==> src/rtl/nw_multiplexer.sv <==
// N-way registered multiplexer with valid/ready on every input channel and on the output.
// A channel is chosen by external select (mode 0) or by round-robin arbitration (mode 1).
module nw_multiplexer #(
  parameter  int WIDTH = 8,
  parameter  int N     = 4,
  localparam int SELW  = $clog2(N)
) (
  input  logic               clk,
  input  logic               rst,
  input  logic               mode_i,
  input  logic [SELW-1:0]    sel_i,
  input  logic [N-1:0]       in_valid_i,
  input  logic [N*WIDTH-1:0] in_data_i,
  output logic [N-1:0]       in_ready_o,
  output logic               out_valid_o,
  output logic [WIDTH-1:0]   out_data_o,
  output logic [SELW-1:0]    out_chan_o,
  input  logic               out_ready_i
);

  logic             load_en;
  logic             grant_valid;
  logic             xfer;
  logic [SELW-1:0]  grant_idx;
  logic [WIDTH-1:0] grant_data;

  logic             out_valid_q, out_valid_d;
  logic [WIDTH-1:0] out_data_q,  out_data_d;
  logic [SELW-1:0]  out_chan_q,  out_chan_d;
  logic [SELW-1:0]  ptr_q,       ptr_d;

  assign load_en = !out_valid_q || out_ready_i;
  assign xfer    = load_en && grant_valid;

  always_comb begin
    grant_valid = 1'b0;
    grant_idx   = '0;
    if (!mode_i) begin
      for (int i = 0; i < N; i++) begin
        if (sel_i == SELW'(i) && in_valid_i[i]) begin
          grant_valid = 1'b1;
          grant_idx   = SELW'(i);
        end
      end
    end else begin
      // Last write wins: the wrap-around pass (below ptr) is overridden by the pass at or above ptr,
      // and the descending order makes the lowest index win within each pass.
      for (int i = N - 1; i >= 0; i--) begin
        if (SELW'(i) < ptr_q && in_valid_i[i]) begin
          grant_valid = 1'b1;
          grant_idx   = SELW'(i);
        end
      end
      for (int i = N - 1; i >= 0; i--) begin
        if (SELW'(i) >= ptr_q && in_valid_i[i]) begin
          grant_valid = 1'b1;
          grant_idx   = SELW'(i);
        end
      end
    end
  end

  always_comb begin
    grant_data = '0;
    for (int i = 0; i < N; i++) begin
      if (grant_idx == SELW'(i)) begin
        grant_data = in_data_i[i*WIDTH +: WIDTH];
      end
    end
  end

  always_comb begin
    in_ready_o = '0;
    if (xfer && !rst) begin
      in_ready_o[grant_idx] = 1'b1;
    end
  end

  always_comb begin
    out_valid_d = out_valid_q;
    out_data_d  = out_data_q;
    out_chan_d  = out_chan_q;
    ptr_d       = ptr_q;
    if (xfer) begin
      out_valid_d = 1'b1;
      out_data_d  = grant_data;
      out_chan_d  = grant_idx;
      ptr_d       = (grant_idx == SELW'(N - 1)) ? '0 : grant_idx + SELW'(1);
    end else if (load_en) begin
      out_valid_d = 1'b0;
    end
  end

  always_ff @(posedge clk or posedge rst) begin
    if (rst) begin
      out_valid_q <= 1'b0;
      out_data_q  <= '0;
      out_chan_q  <= '0;
      ptr_q       <= '0;
    end else begin
      out_valid_q <= out_valid_d;
      out_data_q  <= out_data_d;
      out_chan_q  <= out_chan_d;
      ptr_q       <= ptr_d;
    end
  end

  assign out_valid_o = out_valid_q;
  assign out_data_o  = out_data_q;
  assign out_chan_o  = out_chan_q;

endmodule

==> config.mk <==
export PLATFORM = sky130hd
export DESIGN_NAME = nw_multiplexer
export DESIGN_NICKNAME = d
export VERILOG_FILES = /design/src/rtl/nw_multiplexer.sv
export SDC_FILE = /design/constraint.sdc
export NUM_CORES = 1
export LEC_CHECK = 0
export ABC_AREA = 1
export CAP_MARGIN = 10
export CORE_AREA = 2 2 53 55
export DETAILED_ROUTE_END_ITERATION = 6
export DIE_AREA = 0 0 55 57
export HOLD_SLACK_MARGIN = 0.08
export PLACE_DENSITY = 0.83
export REMOVE_ABC_BUFFERS = 1
export SETUP_SLACK_MARGIN = 0.1
export SLEW_MARGIN = 20
export SYNTH_ARGS = -nofsm -noshare
export SYNTH_HDL_FRONTEND = slang
export SYNTH_SLANG_ARGS = --single-unit
==> constraint.sdc <==
create_clock -name clk -period 3.9 [get_ports clk]
set_input_delay 0.585 -clock clk [delete_from_list [all_inputs] [get_ports clk]]
set_output_delay 0.585 -clock clk [all_outputs]
set_load 0.02 [all_outputs]
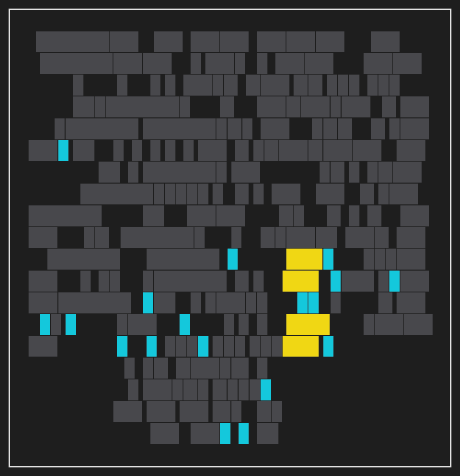
(run_1/gate_families.png)
(8 px per µm)
inverters -> cyan  # cells 18, most used inv_1
adder and majority cells -> yellow  # cells 4, most used ha_1

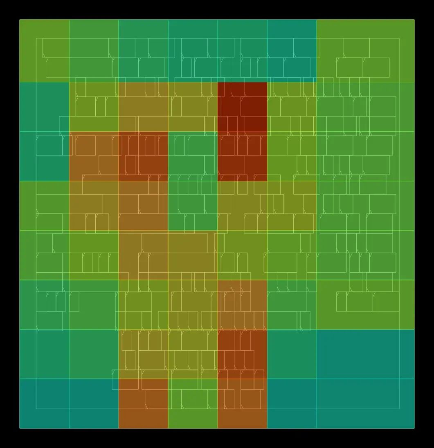
(run_1/final_congestion.png)
global routing met1 resource utilization: 25.1%
met3 track demand over resource in global routing: 2.09%

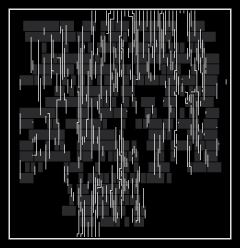
(run_1/met2.png)
(4 px per µm) Cells faint in the background.
longest straight run = 27.9 µm
nets with wire on the layer = 190
share of all routed wire = 46%
detailed-route via count: 1,137
met2 track utilization from global routing: 28.4%
Routed Wire Length: 2.69 mm

==> run summary, run 1 <==
The layout was made with Yosys and OpenROAD.

The utilization after layout is 62.2%. The number of buffers created by CTS is 3. OpenROAD reports that the post-layout worst path occupies 90.3% of the period. The final layout contains a sequential cell count of 13. The number of pins exceeding their max-slew limit in the final report is 0. After synthesis, the design contains 165 cells according to Yosys. The post-synth tally of flip-flops with integrated enable is 0. The number of setup buffers added after CTS is 0. The script computed the net switching share of total power as 39.5%. The sum of net half-perimeters after detailed placement is 2.20 mm. The synthesis run shows the most used standard cells to be sky130_fd_sc_hd__nand2_1 (76), sky130_fd_sc_hd__inv_1 (17), sky130_fd_sc_hd__o21ai_0 (14), sky130_fd_sc_hd__dfrtp_1 (13), sky130_fd_sc_hd__nor2_1 (11). Of all power groups, the one with the highest power is combinational logic. STA classifies the critical path startpoint as an input port. Of the cells placed in the final design, the portion with a size suffix greater than 1 is 4.95%. The run finished with clean final reports. Signal nets in the final route climb as high as met4. The internal power contribution is 377 µW. In this run the number of H-tree levels came out at 1. The leakage power in the latest report is 0.798 nW. The top-level port count is 57. The setup slack of the worst register-to-register path is 1700 ps.

The number of vias per cell is 4.49. In the hold report, the worst path ends at out_data_o[0]. The repair_antennas step left the layout with diodes totalling 0.

The area figure in the yosys stat output is 0.00101 mm². The proportion of final cell area spent on non-clock buffers is 35.8%. According to the CTS report, the clock sink count is 13. In the synthesized netlist the async set-or-reset flop fraction comes to 100%. Total global-route track usage over all layers is 17.8%.

The layout report lists the combined flip-flop and latch area as 325 µm². The most frequently used cell type in the post-synthesis netlist is sky130_fd_sc_hd__nand2_1. In the Yosys report, the sequential cells make up 32.2% of the chip area. The area of the placeable core is 0.00262 mm². The post-synthesis compound-gate area fraction is 13.4%. Dividing total power by cell area gives a power density of 384 mW/mm². For the sequential group, total power comes out at 199 µW. The sequential share of power is 31.9%. The clock network is responsible for 12.3% of the overall power.

Relative to the synthesized area, the layout overhead comes to 60.9%. The most used routing layer is met2. Walking the worst path, the cells encountered are clkdlybuf4s50_1, inv_1, nor2_1, nand3b_1, nand2_1, nand2_1, nand2_1, nand2_1, inv_1, ha_2, inv_1, nor2_1, clkdlybuf4s50_1. The post-synthesis cell type count is 18. The layout net count is 269. The cell row count is 19. The horizontal die size is 55 µm. The final routed wire length divided by cell count is 10.6 µm. The maximum single-stage delay on the critical path is 600 ps. The first-pass detailed-route iteration total is 4. In the final layout, the multi-input gates occupy 586 µm².

The number of global-route vias before repair is 981. The final RePlAce weighted congestion is 0.815. The critical path depth is 13. Per the post-synthesis stats, the area per cell is 6.13 µm².

Along the worst hold path, the cell count comes to 2. The standard cell with the maximum stage delay on the critical path is sky130_fd_sc_hd__clkdlybuf4s50_1. The master cell of the clock root buffer is sky130_fd_sc_hd__clkbuf_4. Among logic cells in the layout, the one with the most instances is sky130_fd_sc_hd__nand2_1.

The leading cell category by total area is multi-input combinational cells. STA shows the worst reg2reg path with a cell count of 16. The type of the tightest min-delay check is flip-flop to flip-flop.

The reg-to-reg endpoint is out_data_o[3]. In this run, power in the clock network comes to 76.9 µW. The post-cts hold-fix buffer tally is 0. Once detail routing completed, the nets flagged for antenna violations numbered 0. The most common cell type on the critical path is sky130_fd_sc_hd__nand2_1. For reference, the critical path is captured by in_ready_o[2]. The flow inserted 31 tap cells. The kind of cell with the highest combined delay along the critical path is buffers and inverters.

The clock slew seen by the registers of the worst setup and hold paths is 70 ps. The number of placed cells counting well taps is 249. The mux contribution to synthesized area is 0%. Warnings raised by the tools during the run amount to 28. The worst-case max-slew headroom was logged as 74.3%. The combinational share of power is 55.8%. Once the clock tree was built, the resizer swapped 0 gates to a different size. The setup skew after layout is 0.299 ps. Ranking logic cells in the layout by count gives the top entries sky130_fd_sc_hd__nand2_1 (76), sky130_fd_sc_hd__clkdlybuf4s50_1 (56), sky130_fd_sc_hd__inv_1 (17), sky130_fd_sc_hd__o21ai_0 (14), sky130_fd_sc_hd__dfrtp_1 (13). The first global-routing pass estimated 4.21 mm of wire.

The vertical die dimension reported for this design is 57 µm. The xor/xnor cell area share of the yosys netlist is 0%. The final hold slack is 485 ps. Buffers placed on the I/O ports in this run total 56.

Wire segments on met3 add up to 162 µm in the final route. The met1 routed wirelength after detailed routing is 1.25 mm. In the synthesized netlist, the dominant kind of combinational cell is simple AND/OR/NAND/NOR gates.
==> run 1 -> run 2 <==
- CORE_AREA: 2 2 53 55 -> 2 2 58 60
- DIE_AREA: 0 0 55 57 -> 0 0 60 62
- PLACE_DENSITY: 0.83 -> 0.73
- clock period: 3.9 -> 3.12 ns (I/O delays scaled with it)
==> run 2 against run 1 <==
Utilization is 9.5 points lower. Worst setup slack got worse by 15 ps. Design area rose by 3.0%. Cell count increased by 7.5%. Clock-buffer cell count is the same. Die size grew 19%. Clock power up 34%. First-iteration DRC count went up to 8.7 times the previous value. Register-to-register slack got worse by 770 ps. Power is 27% higher. Largest cell class is now non-clock buffers.
==> run summary, run 2 <==
The layout was made with Yosys and OpenROAD.

The net switching share of the total power is 39.7%. The synthesis run shows the most used standard cells to be sky130_fd_sc_hd__nand2_1 (76), sky130_fd_sc_hd__inv_1 (17), sky130_fd_sc_hd__o21ai_0 (14), sky130_fd_sc_hd__dfrtp_1 (13), sky130_fd_sc_hd__nor2_1 (11). Traced cell by cell, the critical path runs through clkdlybuf4s50_1, nand3_1, nand2_1, nand2_1, nand2_1, nand2_1, nand2_1, nand2_1, inv_1, ha_1, inv_1, nor2_1, dlygate4sd2_1. The layout net count is 273.

Measured on the final layout, the clock distribution area share stands at 1.57%. The highest layer used for signal routing is met4. In the layout the commonest cells are sky130_fd_sc_hd__nand2_1 (76), sky130_fd_sc_hd__clkdlybuf4s50_1 (52), sky130_fd_sc_hd__inv_1 (17), sky130_fd_sc_hd__o21ai_0 (14), sky130_fd_sc_hd__dfrtp_1 (13).

The area occupied by multi-input gates is 583 µm². The horizontal die dimension reported for this design is 60 µm. The number of vias per cell is 4.40. The met1 routed wirelength after detailed routing is 1.24 mm. The final period utilization is 88.3%. The power report lists the clock group at 103 µW. The flow ran to the end, and the final reports show no timing, DRC or antenna violations.

On the reported timing paths, the clock transition at the registers reads 80 ps. The number of combinational gates with multiple inputs is 128. The number of warnings reported in the stage logs is 28. The count of unresolved DRC violations after routing is 0.

The power density relative to cell area is 473 mW/mm². The relative slew slack is 81.8%. The power in sequential cells is 250 µW.

The top-level port count is 57. Combinational cells account for 55.5% of the total power. The setup slack of the worst register-to-register path is 930 ps. Following the worst setup path forward leads to its endpoint at in_ready_o[1]. The number of nets with antenna violations after detailed routing is 0. For this run, the slowest stage of the critical path takes 550 ps.

The synth_stat.txt file lists the number of cells as 165. After synthesis, flip-flops and latches occupy 32.2% of the total area. STA classifies the critical path startpoint as an input port. In this run, placement finished with an instance count of 268. The global routing report lists met1 layer usage as 20.7%. The tree built by TritonCTS fans out to 13 sinks.

Before CTS, the worst setup slack after placement is 78.3 ps. The first-pass detailed-route iteration total is 4. The data arrival time of the critical path is 2290 ps. Looking at the area split, the leading class of cells is non-clock buffers. The design has 13 sequential cells. The end point of the most critical hold path is out_chan_o[0].

The area figure in the yosys stat output is 0.00101 mm². The inserted tap cell count is 46. The critical path depth is 13. The buffer_ports step reported a buffer count of 56. The mux contribution to synthesized area is 0%.

The wire length of the first global-routing pass is 4.44 mm. In this run, distinct cell masters in the synthesized netlist total 18. The reg-to-reg endpoint is out_data_o[1]. The internal power contribution is 478 µW. The power report puts the leakage power at 0.863 nW. The post-cts hold-fix buffer tally is 0. Grouping non-sequential cells by family puts the most area in simple AND/OR/NAND/NOR gates. The critical path class is input port to output port. The post-route netlist has 6.19% of its cells at a drive strength greater than 1. Pins over their slew limit in the final report were tallied at 0. The worst hold path cell count is 2. The share of total power in the clock network is 12.9%. The overall die size recorded for this design is 0.00372 mm². The sequential cells in the finished layout cover a total of 325 µm². The global-route usage over all layers is 15.8%.

The synthesis report gives the async set-or-reset register share as 100%. The count of inserted antenna diode cells is 0. After the first detailed-routing iteration, the DRC count stood at 61.

The synthesized netlist devotes 13.4% of its cell area to compound gates. CTS added clock buffers totalling 3. The HPWL after detailed placement is 2.26 mm.

The proportion of final cell area spent on non-clock buffers is 36.7%. The number of setup buffers added after CTS is 0. The setup skew after layout is 2.20 ps.

Looking at the clock tree report, the H-tree level count equals 1. The area of the placeable core is 0.00318 mm². The category of cells accounting for the largest share of critical-path delay is buffers and inverters. In this run the core area contains 21 standard-cell rows. The origin of the worst setup path is in_valid_i[1]. The number of instances resized during post-cts repair is 2. The timing report shows the most common cell along the critical path to be sky130_fd_sc_hd__nand2_1.

The logic share of the area is 34.8%. Sequential cells account for 31.6% of the total power. The post-synth tally of flip-flops with integrated enable is 0. The actual transition at the worst max-transition pin is 271 ps. Among all stages on the critical path, the largest delay is contributed by sky130_fd_sc_hd__clkdlybuf4s50_1. The power group with the largest share is combinational logic.

The most frequently used cell type in the post-synthesis netlist is sky130_fd_sc_hd__nand2_1. Hold is met by 484 ps. The total of flip-flops plus latches after synthesis is 13. In the detailed route, the total length drawn on met3 is 237 µm.

The congestion estimate from routability-driven global placement came to 0.808. Setup repair after global routing left no endpoint under its margin. The post-synthesis area per instance is 6.13 µm². Per the detailed-route log, wirelength across all metal layers totals 2.77 mm. For reference, XOR and XNOR gates occupy 0% of the area reported after synthesis. The count of cells along the worst register-to-register path is 17. The most critical min-delay path falls under flip-flop to flip-flop. The beginning of the worst hold path is out_chan_o[0]. The number of global-route vias before repair was 1,035. The final-layout clock buffer total is 4. The detailed router reports a met2 wire length of 1.28 mm. The commonest non-fill, non-tap cell in the layout is sky130_fd_sc_hd__nand2_1. The master cell of the clock root buffer is sky130_fd_sc_hd__clkbuf_4. The vertical die dimension reported for this design is 62 µm.
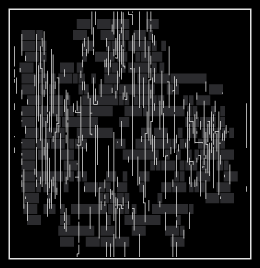
(run_2/met2.png)
(4 px per µm) Cells faint in the background.
main direction = vertical
nets with wire on the layer = 203
detailed-route via count: 1,196
met2 track utilization from global routing: 25.6%

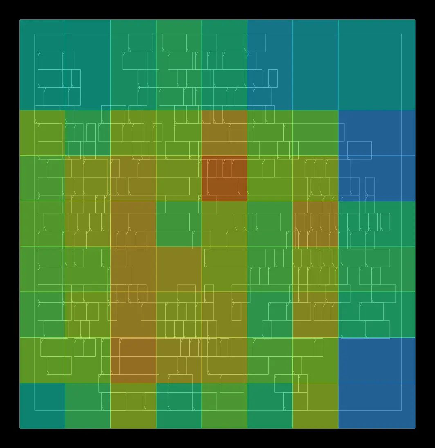
(run_2/final_congestion.png)
met3 track demand over resource in global routing: 4.35%
end-of-flow core utilization: 52.7%
highest-utilization routing layer at the global route stage: met2
routed length per instance: 10.2 µm

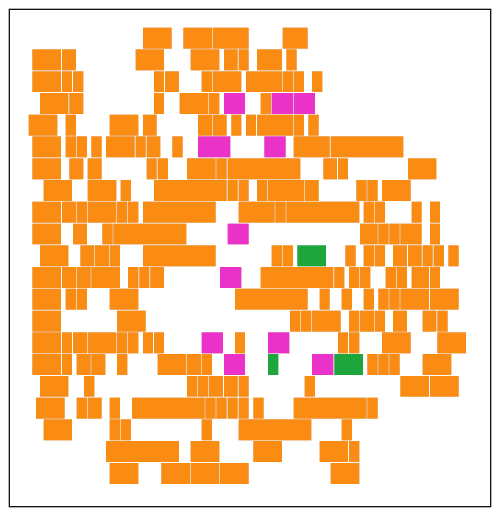
(run_2/drive_strength.png)
(8 px per µm)
drive 3 to 4 -> magenta  # cells 11
drive 1 or less -> orange  # cells 212
drive 2 -> green  # cells 3
min setup slack post-route: 364 ps
non-clock buffer total of the final layout: 63
Synth-to-Final Area Change: 65.7%
area of all placed cells without fillers: 0.00168 mm²

Power figures rest on the tool's default switching activity, not on a simulated workload.
